<file path="config.mk">
export PLATFORM = sky130hd
export DESIGN_NAME = divider
export DESIGN_NICKNAME = d
export VERILOG_FILES = /design/src/rtl/divider.sv
export SDC_FILE = /design/constraint.sdc
export NUM_CORES = 1
export LEC_CHECK = 0
export CAP_MARGIN = 20
export CORE_MARGIN = 1.5
export CORE_UTILIZATION = 25
export CTS_CLUSTER_SIZE = 25
export DETAILED_ROUTE_END_ITERATION = 10
export PLACE_DENSITY = 0.4
export SKIP_LAST_GASP = 1
export SYNTH_ARGS = -nofsm -noshare
export SYNTH_HDL_FRONTEND = slang
export SYNTH_SLANG_ARGS = --single-unit
</file>
<file path="constraint.sdc">
create_clock -name i_Clock -period 5.8 [get_ports i_Clock]
set_input_delay 1.16 -clock i_Clock [delete_from_list [all_inputs] [get_ports i_Clock]]
set_output_delay 1.16 -clock i_Clock [all_outputs]
set_load 0.05 [all_outputs]
</file>
<file path="src/rtl/divider.sv">
// Multi-cycle restoring divider, signed or unsigned, with flush and fixed latency.
// Define DIVIDER_FAST_EXCEPT_EN to finish divide-by-zero and signed overflow in one cycle.
module divider #(
    parameter int WIDTH = 32
) (
    input  logic             i_Clock,
    input  logic             i_nReset,
    input  logic             i_Start,
    input  logic             i_Signed,
    input  logic [WIDTH-1:0] i_A,
    input  logic [WIDTH-1:0] i_B,
    input  logic             i_Flush,
    output logic             o_Ready,
    output logic             o_Valid,
    output logic [WIDTH-1:0] o_Quotient,
    output logic [WIDTH-1:0] o_Remainder
);

    localparam int CW = $clog2(WIDTH + 1);

    typedef enum logic [1:0] {
        IDLE,
        RUN,
        FIX,
        DONE
    } state_t;

    state_t state, nstate;

    logic [WIDTH-1:0] dvd;
    logic [WIDTH-1:0] rem;
    logic [WIDTH-1:0] bmag;
    logic             qneg;
    logic             rneg;
    logic             dz;
    logic [CW-1:0]    cnt;

    logic             accept;
    logic             a_neg;
    logic             b_neg;
    logic [WIDTH-1:0] amag_in;
    logic [WIDTH-1:0] bmag_in;
    logic             is_dz;
    logic             fast;
    logic [WIDTH:0]   sh;
    logic [WIDTH:0]   diff;
    logic             ge;
    logic             last;

    assign accept  = i_Start && (state == IDLE) && !i_Flush;
    assign a_neg   = i_Signed & i_A[WIDTH-1];
    assign b_neg   = i_Signed & i_B[WIDTH-1];
    assign amag_in = a_neg ? (~i_A + 1'b1) : i_A;
    assign bmag_in = b_neg ? (~i_B + 1'b1) : i_B;
    assign is_dz   = (i_B == '0);

`ifdef DIVIDER_FAST_EXCEPT_EN
    logic is_ovf;
    assign is_ovf = i_Signed && (i_A == {1'b1, {(WIDTH-1){1'b0}}})
                    && (i_B == '1);
    assign fast   = is_dz | is_ovf;
`else
    assign fast   = 1'b0;
`endif

    // One restoring step: remainder needs an extra bit before the compare
    assign sh   = {rem, dvd[WIDTH-1]};
    assign diff = sh - {1'b0, bmag};
    assign ge   = (sh >= {1'b0, bmag});
    assign last = (cnt == CW'(1));

    always_ff @(posedge i_Clock or negedge i_nReset) begin
        if (!i_nReset) begin
            state <= IDLE;
        end else begin
            state <= nstate;
        end
    end

    always_comb begin
        nstate = state;
        unique case (state)
            IDLE: begin
                if (accept) begin
                    nstate = fast ? DONE : RUN;
                end
            end
            RUN: begin
                if (i_Flush) begin
                    nstate = IDLE;
                end else if (last) begin
                    nstate = FIX;
                end
            end
            FIX: begin
                nstate = i_Flush ? IDLE : DONE;
            end
            DONE: begin
                nstate = IDLE;
            end
            default: nstate = IDLE;
        endcase
    end

    always_comb begin
        o_Ready = (state == IDLE);
        o_Valid = (state == DONE) && !i_Flush;
    end

    always_ff @(posedge i_Clock or negedge i_nReset) begin
        if (!i_nReset) begin
            dvd         <= '0;
            rem         <= '0;
            bmag        <= '0;
            qneg        <= 1'b0;
            rneg        <= 1'b0;
            dz          <= 1'b0;
            cnt         <= '0;
            o_Quotient  <= '0;
            o_Remainder <= '0;
        end else begin
            unique case (state)
                IDLE: begin
                    if (accept) begin
                        dvd  <= amag_in;
                        rem  <= '0;
                        bmag <= bmag_in;
                        qneg <= a_neg ^ b_neg;
                        rneg <= a_neg;
                        dz   <= is_dz;
                        cnt  <= CW'(WIDTH);
`ifdef DIVIDER_FAST_EXCEPT_EN
                        if (is_dz) begin
                            o_Quotient  <= '1;
                            o_Remainder <= i_A;
                        end else if (is_ovf) begin
                            o_Quotient  <= i_A;
                            o_Remainder <= '0;
                        end
`endif
                    end
                end
                RUN: begin
                    if (!i_Flush) begin
                        rem <= ge ? diff[WIDTH-1:0] : sh[WIDTH-1:0];
                        dvd <= {dvd[WIDTH-2:0], ge};
                        cnt <= cnt - 1'b1;
                    end
                end
                FIX: begin
                    if (!i_Flush) begin
                        // Zero divisor: magnitude path gives all-ones, but sign fix must not apply
                        if (dz) begin
                            o_Quotient <= '1;
                        end else begin
                            o_Quotient <= qneg ? (~dvd + 1'b1) : dvd;
                        end
                        o_Remainder <= rneg ? (~rem + 1'b1) : rem;
                    end
                end
                DONE: begin
                end
                default: begin
                end
            endcase
        end
    end

endmodule

</file>
Fig. 1: routed metal, one colour a layer
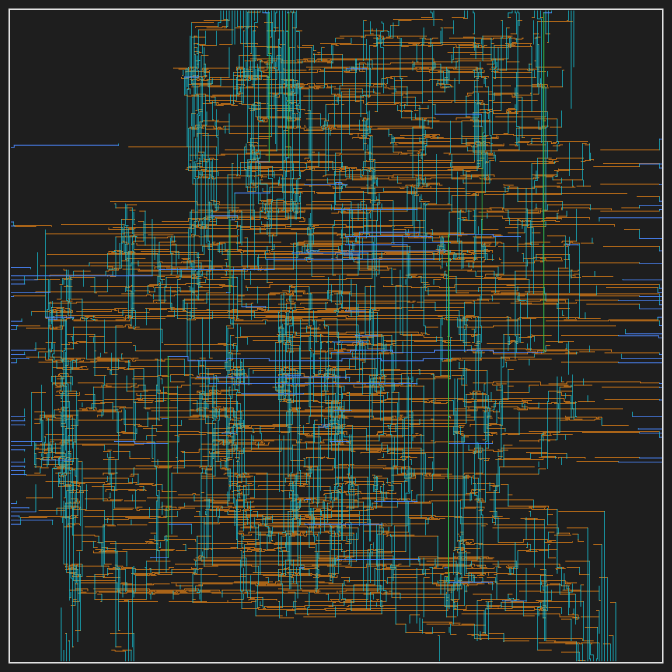
M1: shown in orange, wire length 19900 µm. M4: shown in green, wire length 447 µm. M2: shown in cyan, wire length 14300 µm. M3: shown in blue, wire length 1340 µm.

Fig. 2: drive-strength map
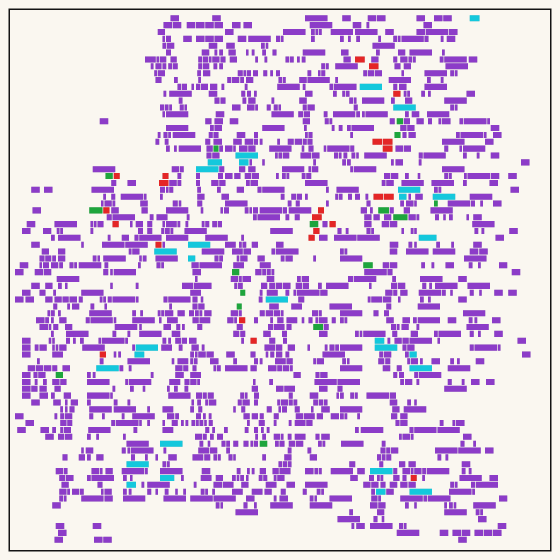
x1 and smaller: shown in purple, cells 1380, share 95%, most used dfrtp_1. x2: shown in green, cells 16, share 1.1%, most used or2_2. x3 and x4: shown in red, cells 23, share 1.6%, most used buf_4. x6 and larger: shown in cyan, cells 29, share 2.0%, most used clkbuf_16.

==> deck_impl_summary.md <==
Implementation Results

Status
  – Status: complete, no violations

Final timing
  – Slew @ Worst Pin: ~1.1 ns
  – Final count of negative-setup-slack endpoints: 0
  – Hold Fails Final Rpt: 0
  – Fin worst setup slack: 1.714 ns
  – Setup_tns: 0 ns
  – RSZ-0062 raised after global routing: false
  – Period utilisation layout: 70.44%
  – Worst Skew: 0.01364 ns
  – Final Max-Slew Violation Tally: 0
  – F_max: 244.8 MHz
  – Minimum hold slack: 0.4824 ns
  – Slew headroom: 29.00%
  – Post-layout minimum cycle time: roughly 4.1 ns

Power
  – Tot Pwr: 7074 µW
  – Leakage: roughly 0.0056 µW
  – Peak supply drop: 0.2210 mV
  – Power Dens Cells: around 520 nW/µm²

Placement
  – Dpl hpwl: 27.36 mm
  – Cell total after placement: 2008
  – Place WS: 1.442 ns
  – Placer Congestion: between 0.8 and 0.9
  – Post-DP Area: between 10000 and 15000 µm²
  – Port bufs: 134

Floorplan
  – I/O pins: 135
  – Core area: about 44000 µm²
  – Pre-placement core utilization: 25.25%
  – Num tapcells: 592
  – DIE AREA: 45830 µm²
  – Die width: 214.1 µm
  – Die y size: 214.1 µm
  – Num rows: 77

GRT
  – First-pass GRT wire length: 56.62 mm
  – GRT Total Usage: roughly 16%
  – Vias in the first global route: 9479
  – Antenna violations before repair: 0
  – GRT overflow: 0
  – Pin count of the biggest net entering global routing: 103

Worst setup path
  – Slowest stage delay, CP: just over 0.8 ns
  – Crit path required time: 4.64 ns
  – CP delay by family, top: buffers and inverters
  – Crit path max fanout: 10
  – CP max stage cell: clkdlybuf4s50_1
  – Worst R2R Start: rem[3]
  – Setup crit start kind: input port
  – CP most frequent cell: clkdlybuf4s50_1
  – Worst R2R End: rem[10]
  – CP Launch Point: i_Flush
  – CP Class: in -> out
  – Reg2reg path depth: 11
  – Register-to-Register Setup Slack: 2.11 ns
  – Worst path arrival time: between 2 and 3 ns
  – Cell Chain, Critical Path: clkdlybuf4s50_1, nor2_1, clkdlybuf4s50_1
  – CP Capture Type: output pin
  – CP endpoint: o_Valid
  – Buffer and inverter count on the worst path: 2
  – Critical Path Stages: 3

Run
  – OpenROAD warnings: 29
  – Max-Cap Viols: 0

Final layout
  – Largest area class, layout: multi-input combinational cells
  – Buffering overhead: 10.52%
  – Commonest Layout Cell: dfrtp_1
  – Fin cells: 2040
  – Final net count: 1543
  – Layout cells sized above 1: about 4.7%
  – Non-clock buffers: 145
  – Register area: 4279 µm²
  – Seq/total area: approximately 31%
  – Clock buffers and inverters, area share: about 4.2%
  – Area grow syn2layout: 22.66%
  – Fillers: 4824
  – Flops: 171
  – Final Util: 30.96%
  – Dominant logic cell types in the final layout: dfrtp_1 (171), a21oi_1 (148), nor2_1 (146)
  – Logic share of the area: 47.14%
  – Gate Area: 6441 µm²
  – Non-clock inverter total of the final layout: 50
  – Design area: 13660 µm²
  – Clock buf count: 17
  – Diodes inserted: 0
  – Combinational gates: 1050

Clocking
  – # H-tree levels: 4
  – Later-pin clock latency in the skew report: 0.46 ns
  – Bufs on Longest Clock Path: 2
  – Hold-fix buffers at CTS: 0
  – Clock root cell: clkbuf_16
  – Setup bufs post-CTS: 0
  – Clock-pin slew on the worst setup and hold paths: 0.07 ns
  – CTS tree: done
  – CTS sink cnt: approximately 170
  – CTS buffer count: 17
  – Resize count post-CTS: 0

Synthesis
  – Syn Std Cell Area: ~11000 µm²
  – Area leader share: 38.41%
  – Synth cell types: ~59
  – Main flop type: dfrtp_1
  – Top cells by count: dfrtp_1 (171), a21oi_1 (148), nor2_1 (148), nand2_1 (142), o21ai_0 (141)
  – Yosys simple share: 18.05%
  – Biggest area cells: dfrtp_1 (38%), xor2_1 (7.4%), a21oi_1 (6.6%)
  – Synth area leader: dfrtp_1
  – Comb area leader: AND-OR/OR-AND gates
  – Register share after synthesis: 38.41%
  – Syn Nets: around 1.4k
  – Synthesized registers: 171
  – XOR Share, Synth: 11.48%
  – Aoi share: 21.41%
  – Fraction of registers with async set/reset: 100.0%
  – Adder share: 4.448%
  – Synth Instances: 1336
  – Yosys stat cell total: 1336
  – Area fraction in mux cells: 2.179%
  – Yosys Chip Area: 11140 µm²
  – Avg Cell Area, Syn: 8.338 µm²
  – EDFF count, synth: 0
  – Synthesis warning total: 0
  – Most common cell in the netlist: dfrtp_1

Route
  – Wire per inst: 17.64 µm
  – Initial DRT Pass Iterations: 4
  – Total number of vias: 9684
  – Initial drt markers: 518
  – DR DRC count: 0
  – Post-Route WL: 35.98 mm
  – ANT nets after route: 0
  – Vias per cell: 4.747

Hold path
  – Hold Path Stages: 2
  – Worst hold-check path type: reg -> reg
  – Worst Hold End: bmag[11]
  – Worst hold path startpoint: bmag[11]
Fig. 3: nets reached from selected ports
Scale bar: 50 µm.
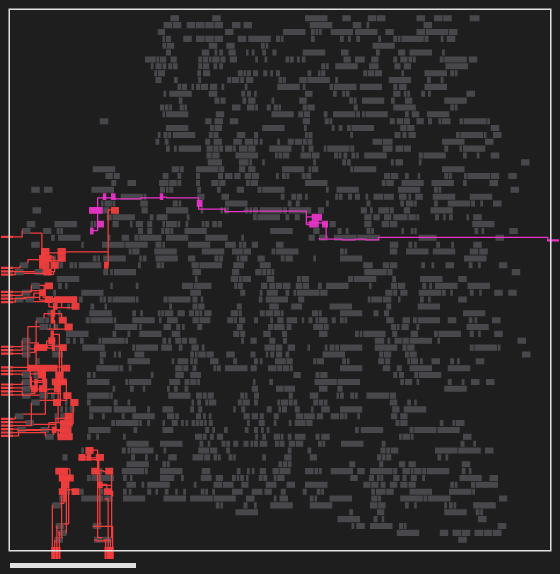
i_B: shown in red, bits 32, direction input, end cells 71, buffers 32, wire 1050 µm. i_Flush: shown in magenta, bits 1, direction input, end cells 10, buffers 1, wire 226 µm.

-- where the power goes --
group	switching [µW]	leakage (µW)	total [µW]	internal (µW)
clock	580	0.000276	1150	573
combinational	2390	0.00326	3830	1440
sequential	500	0.00210	2100	1600
-- registers in the layout, indices dropped and copies added (netlist names), 2 cells and up --
name and cells:
state 2, cnt 6, dvd 32, bmag 32, o_Quotient 32, o_Remainder 32
rem 32
-- layer usage --
layer	up-vias	track usage [%]	share of wire (%)
met5	-	0	0
met4	0	4.413	1.2
met3	21	2.809	3.7
met2	173	21.73	40
met1	4577	24.72	55
li1	4913	-	-
No activity file was given, so power comes from the tool's default toggle rates.
